==> config.mk <==
export PLATFORM = sky130hd
export DESIGN_NAME = irrigation_countdown_timer
export DESIGN_NICKNAME = d
export VERILOG_FILES = /design/src/rtl/irrigation_countdown_timer.sv
export SDC_FILE = /design/constraint.sdc
export NUM_CORES = 1
export LEC_CHECK = 0
export CAP_MARGIN = 10
export CORE_UTILIZATION = 30
export CTS_CLUSTER_SIZE = 30
export DETAILED_ROUTE_END_ITERATION = 8
export HOLD_SLACK_MARGIN = 0.02
export PLACE_DENSITY = 0.55
export SKIP_LAST_GASP = 1
export SLEW_MARGIN = 15
export SYNTH_ARGS = -nofsm -noshare
export SYNTH_HDL_FRONTEND = slang
export SYNTH_SLANG_ARGS = --single-unit
==> constraint.sdc <==
create_clock -name clock -period 3.7 [get_ports clock]
set_clock_uncertainty 0.15 [all_clocks]
set_input_delay 0.37 -clock clock [delete_from_list [all_inputs] [get_ports clock]]
set_output_delay 0.37 -clock clock [all_outputs]
set_load 0.005 [all_outputs]
==> src/rtl/irrigation_countdown_timer.sv <==
// irrigation_countdown_timer
//
// BCD mm:ss countdown for one irrigation cycle. Every reset reloads a preset
// duration (sprinkler or drip mode). The timer then counts down one second
// per tick while enabled, and stops in DONE at 00:00.
//
// Optional feature macro: TIMER_TICK_DIVIDER_EN
//   defined   : an internal prescaler of CLOCKS_PER_SECOND clocks produces the
//               tick and second_tick is ignored
//   undefined : second_tick is used directly as the tick
//
// Ports
//   clock            in   system clock; all state changes on its rising edge
//   reset            in   synchronous, active-high; reloads the preset
//   splinker_mode_on in   1 = sprinkler preset, 0 = drip preset (read in reset)
//   count_enable     in   1 = count on ticks, 0 = pause and hold
//   second_tick      in   one-clock 1 Hz strobe
//   minutes_d        out  minutes tens digit, 0..3
//   minutes_u        out  minutes units digit, 0..9
//   seconds_d        out  seconds tens digit, 0..5
//   seconds_u        out  seconds units digit, 0..9
//   running          out  1 while in RUN
//   done             out  1 while in DONE (00:00 reached)
module irrigation_countdown_timer #(
  parameter int SPRINKLER_PRESET_MIN = 10,
  parameter int DRIP_PRESET_MIN      = 30,
  parameter int CLOCKS_PER_SECOND    = 50_000_000
) (
  input  logic       clock,
  input  logic       reset,
  input  logic       splinker_mode_on,
  input  logic       count_enable,
  input  logic       second_tick,
  output logic [1:0] minutes_d,
  output logic [3:0] minutes_u,
  output logic [2:0] seconds_d,
  output logic [3:0] seconds_u,
  output logic       running,
  output logic       done
);

  typedef enum logic [1:0] {
    IDLE  = 2'd0,
    RUN   = 2'd1,
    PAUSE = 2'd2,
    DONE  = 2'd3
  } state_t;

  localparam logic [1:0] SPR_MD  = 2'(SPRINKLER_PRESET_MIN / 10);
  localparam logic [3:0] SPR_MU  = 4'(SPRINKLER_PRESET_MIN % 10);
  localparam logic [1:0] DRIP_MD = 2'(DRIP_PRESET_MIN / 10);
  localparam logic [3:0] DRIP_MU = 4'(DRIP_PRESET_MIN % 10);

  // One-second BCD decrement with a full borrow chain. Callers never pass
  // 00:00, so the minutes tens digit cannot wrap.
  function automatic logic [12:0] dec_mmss(input logic [12:0] t);
    logic [1:0] md;
    logic [3:0] mu;
    logic [2:0] sd;
    logic [3:0] su;
    {md, mu, sd, su} = t;
    if (su != 4'd0) begin
      su = su - 4'd1;
    end else begin
      su = 4'd9;
      if (sd != 3'd0) begin
        sd = sd - 3'd1;
      end else begin
        sd = 3'd5;
        if (mu != 4'd0) begin
          mu = mu - 4'd1;
        end else begin
          mu = 4'd9;
          md = md - 2'd1;
        end
      end
    end
    return {md, mu, sd, su};
  endfunction

  state_t      state;
  logic        tick;
  logic [12:0] cur_time;
  logic [12:0] nxt_time;

  assign cur_time = {minutes_d, minutes_u, seconds_d, seconds_u};

  always_comb begin
    nxt_time = dec_mmss(cur_time);
  end

`ifdef TIMER_TICK_DIVIDER_EN
  localparam int PS_W = (CLOCKS_PER_SECOND > 1) ? $clog2(CLOCKS_PER_SECOND) : 1;
  localparam logic [PS_W-1:0] PS_LAST = PS_W'(CLOCKS_PER_SECOND - 1);

  logic [PS_W-1:0] ps_cnt;

  assign tick = (ps_cnt == PS_LAST);

  // Prescaler advances only on edges where RUN actually counts, so it holds
  // across PAUSE and resumes mid-second.
  always_ff @(posedge clock) begin
    if (reset) begin
      ps_cnt <= '0;
    end else if (state == RUN && count_enable) begin
      ps_cnt <= tick ? '0 : ps_cnt + 1'b1;
    end
  end
`else
  assign tick = second_tick;
`endif

  always_ff @(posedge clock) begin
    if (reset) begin
      state     <= IDLE;
      running   <= 1'b0;
      done      <= 1'b0;
      minutes_d <= splinker_mode_on ? SPR_MD : DRIP_MD;
      minutes_u <= splinker_mode_on ? SPR_MU : DRIP_MU;
      seconds_d <= 3'd0;
      seconds_u <= 4'd0;
    end else begin
      case (state)
        IDLE: begin
          if (count_enable) begin
            state   <= RUN;
            running <= 1'b1;
          end
        end
        RUN: begin
          // Dropping enable wins over a coincident tick.
          if (!count_enable) begin
            state   <= PAUSE;
            running <= 1'b0;
          end else if (tick) begin
            {minutes_d, minutes_u, seconds_d, seconds_u} <= nxt_time;
            if (nxt_time == 13'd0) begin
              state   <= DONE;
              running <= 1'b0;
              done    <= 1'b1;
            end
          end
        end
        PAUSE: begin
          if (count_enable) begin
            state   <= RUN;
            running <= 1'b1;
          end
        end
        DONE: begin
          state <= DONE;
        end
        default: begin
          state   <= IDLE;
          running <= 1'b0;
          done    <= 1'b0;
        end
      endcase
    end
  end

endmodule

Fig. 1: met1 routing
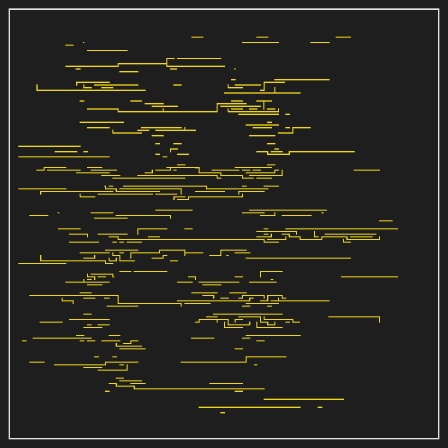
nets with wire on the layer: 108
longest straight run: 18.6 um
main direction: horizontal
wire length on this layer: 912 um
share of all routed wire: 51%

Fig. 2: where the registers sit
Other sequential cells in the stronger gray, the rest of the logic in the fainter gray.
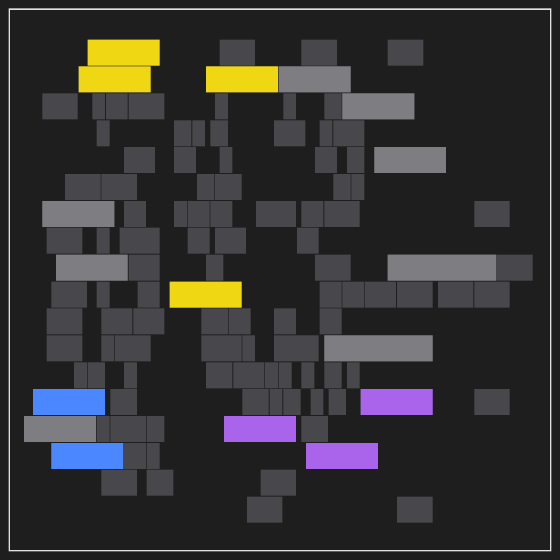
[seconds_d] purple | sequential cells: 3
[seconds_u] yellow | sequential cells: 4
[state] blue | sequential cells: 2
not colored: 8
Seq. pwr: 203 uW
Seq. cell area: 360 um^2
final core occ: 42.1%
flop share of the area: 33.6%

Fig. 3: I/O nets highlighted
Bar = 20 um.
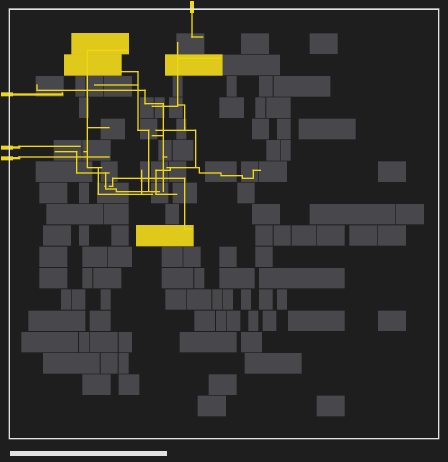
[seconds_u] yellow | bits: 4 | direction: output | end cells: 4 | buffers: 4 | wire: 217 um

==> qor.yml <==
die:
  die_h_um: 54.6
  chipArea_mm2: 0.00298
clocking:
  clk_path_buf_depth: 2
  htreeDepth: 1
  hold_buffers: 0
routing:
  dr_wl_met2_um: 790
  routed.top_layer: "met4"
global_routing:
  grt_pass1_wl_mm: 2.87
  track_usage_pct: 13.9
  grt_max_degree: 20
cells_and_area:
  stdcell_count: 143
  nNonClkInverters: 2
  n_multi_input_combinational_cell: 71
  largest_class: "combinational gates"
pwr:
  peakVddDrop_uv: 186
final_timing:
  tightest_slew_ps: 676
  rsz0062_at_grt: "no"
  hold_violations: 0
flow_run:
  warnings: 26
synth:
  synthCells: 93
outcome:
  status: "finished clean"
Fig. 4: routed clock nets over the placement
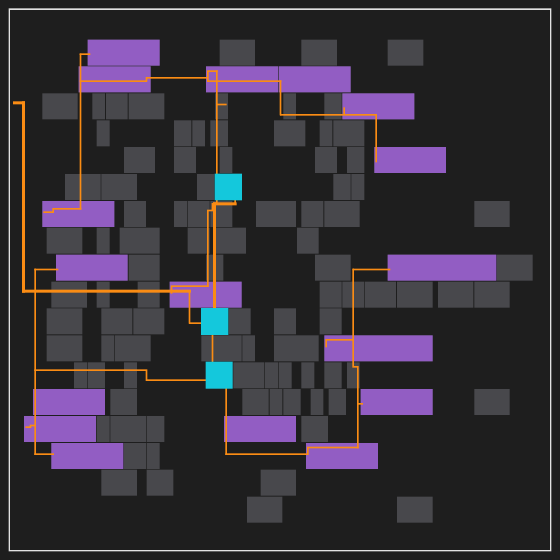
[clock wires] orange | length: 247 um
[cells driving clock nets] cyan | count: 3
[flip-flops] purple | count: 17
flops lie: spread over the die
routed clock nets: 4

Fig. 5: track usage over the die
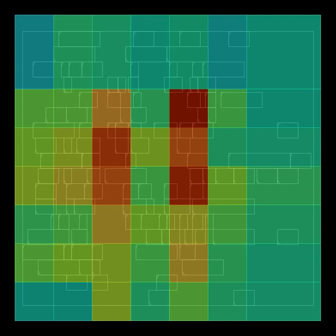
GR peak layer: met2
WL/cell: 12.5 um
Global Route met2 Usage: 20.1%
met1 Use GR: 18.0%
GR Util met3: 2.78%

==> registers in the layout, indices dropped and copies added (netlist names) <==
signal     flops
minutes_d      2
running        1
seconds_d      3
minutes_u      4
done           1
state          2
seconds_u      4
==> path summary, 6_finish.rpt <==
path / to / slack (ps) / cells after the start
hold reg to reg: done / 350 / 2
hold / removal: done / 350 / 2
setup / recovery: minutes_u[2] / 1480 / 5
setup reg to reg: state[1] / 1480 / 4
==> cells in the mapped netlist <==
| cell | instances | area (um^2) |
|---|---|---|
| a211oi_1 | 4 | 30.0 |
| a21oi_1 | 7 | 35.0 |
| a2bb2oi_1 | 1 | 8.76 |
| a41o_1 | 1 | 10.0 |
| a41oi_1 | 1 | 8.76 |
| and2_1 | 1 | 6.26 |
| and3b_1 | 1 | 8.76 |
| and4b_1 | 1 | 10.0 |
| buf_1 | 1 | 3.75 |
| buf_2 | 1 | 5.00 |
| clkbuf_1 | 1 | 3.75 |
| dfxtp_1 | 15 | 300 |
| edfxtp_1 | 2 | 60.1 |
| ha_1 | 1 | 12.5 |
| inv_1 | 2 | 7.51 |
| mux2_2 | 1 | 11.3 |
| mux2i_1 | 2 | 20.0 |
| nand2_1 | 4 | 15.0 |
| nand2b_1 | 3 | 18.8 |
| nand3_1 | 2 | 10.0 |
| nand4_1 | 1 | 6.26 |
| nand4b_1 | 2 | 17.5 |
| nor2_1 | 16 | 60.1 |
| nor2b_1 | 2 | 12.5 |
| nor3_1 | 1 | 5.00 |
| nor4_1 | 6 | 37.5 |
| o21ai_0 | 2 | 10.0 |
| o31a_2 | 1 | 10.0 |
| or3_1 | 3 | 18.8 |
| or3b_1 | 1 | 8.76 |
| or4_4 | 2 | 22.5 |
| or4b_2 | 1 | 10.0 |
| xnor2_1 | 2 | 17.5 |
| xor2_1 | 1 | 8.76 |
No activity file was given, so power comes from the tool's default toggle rates.
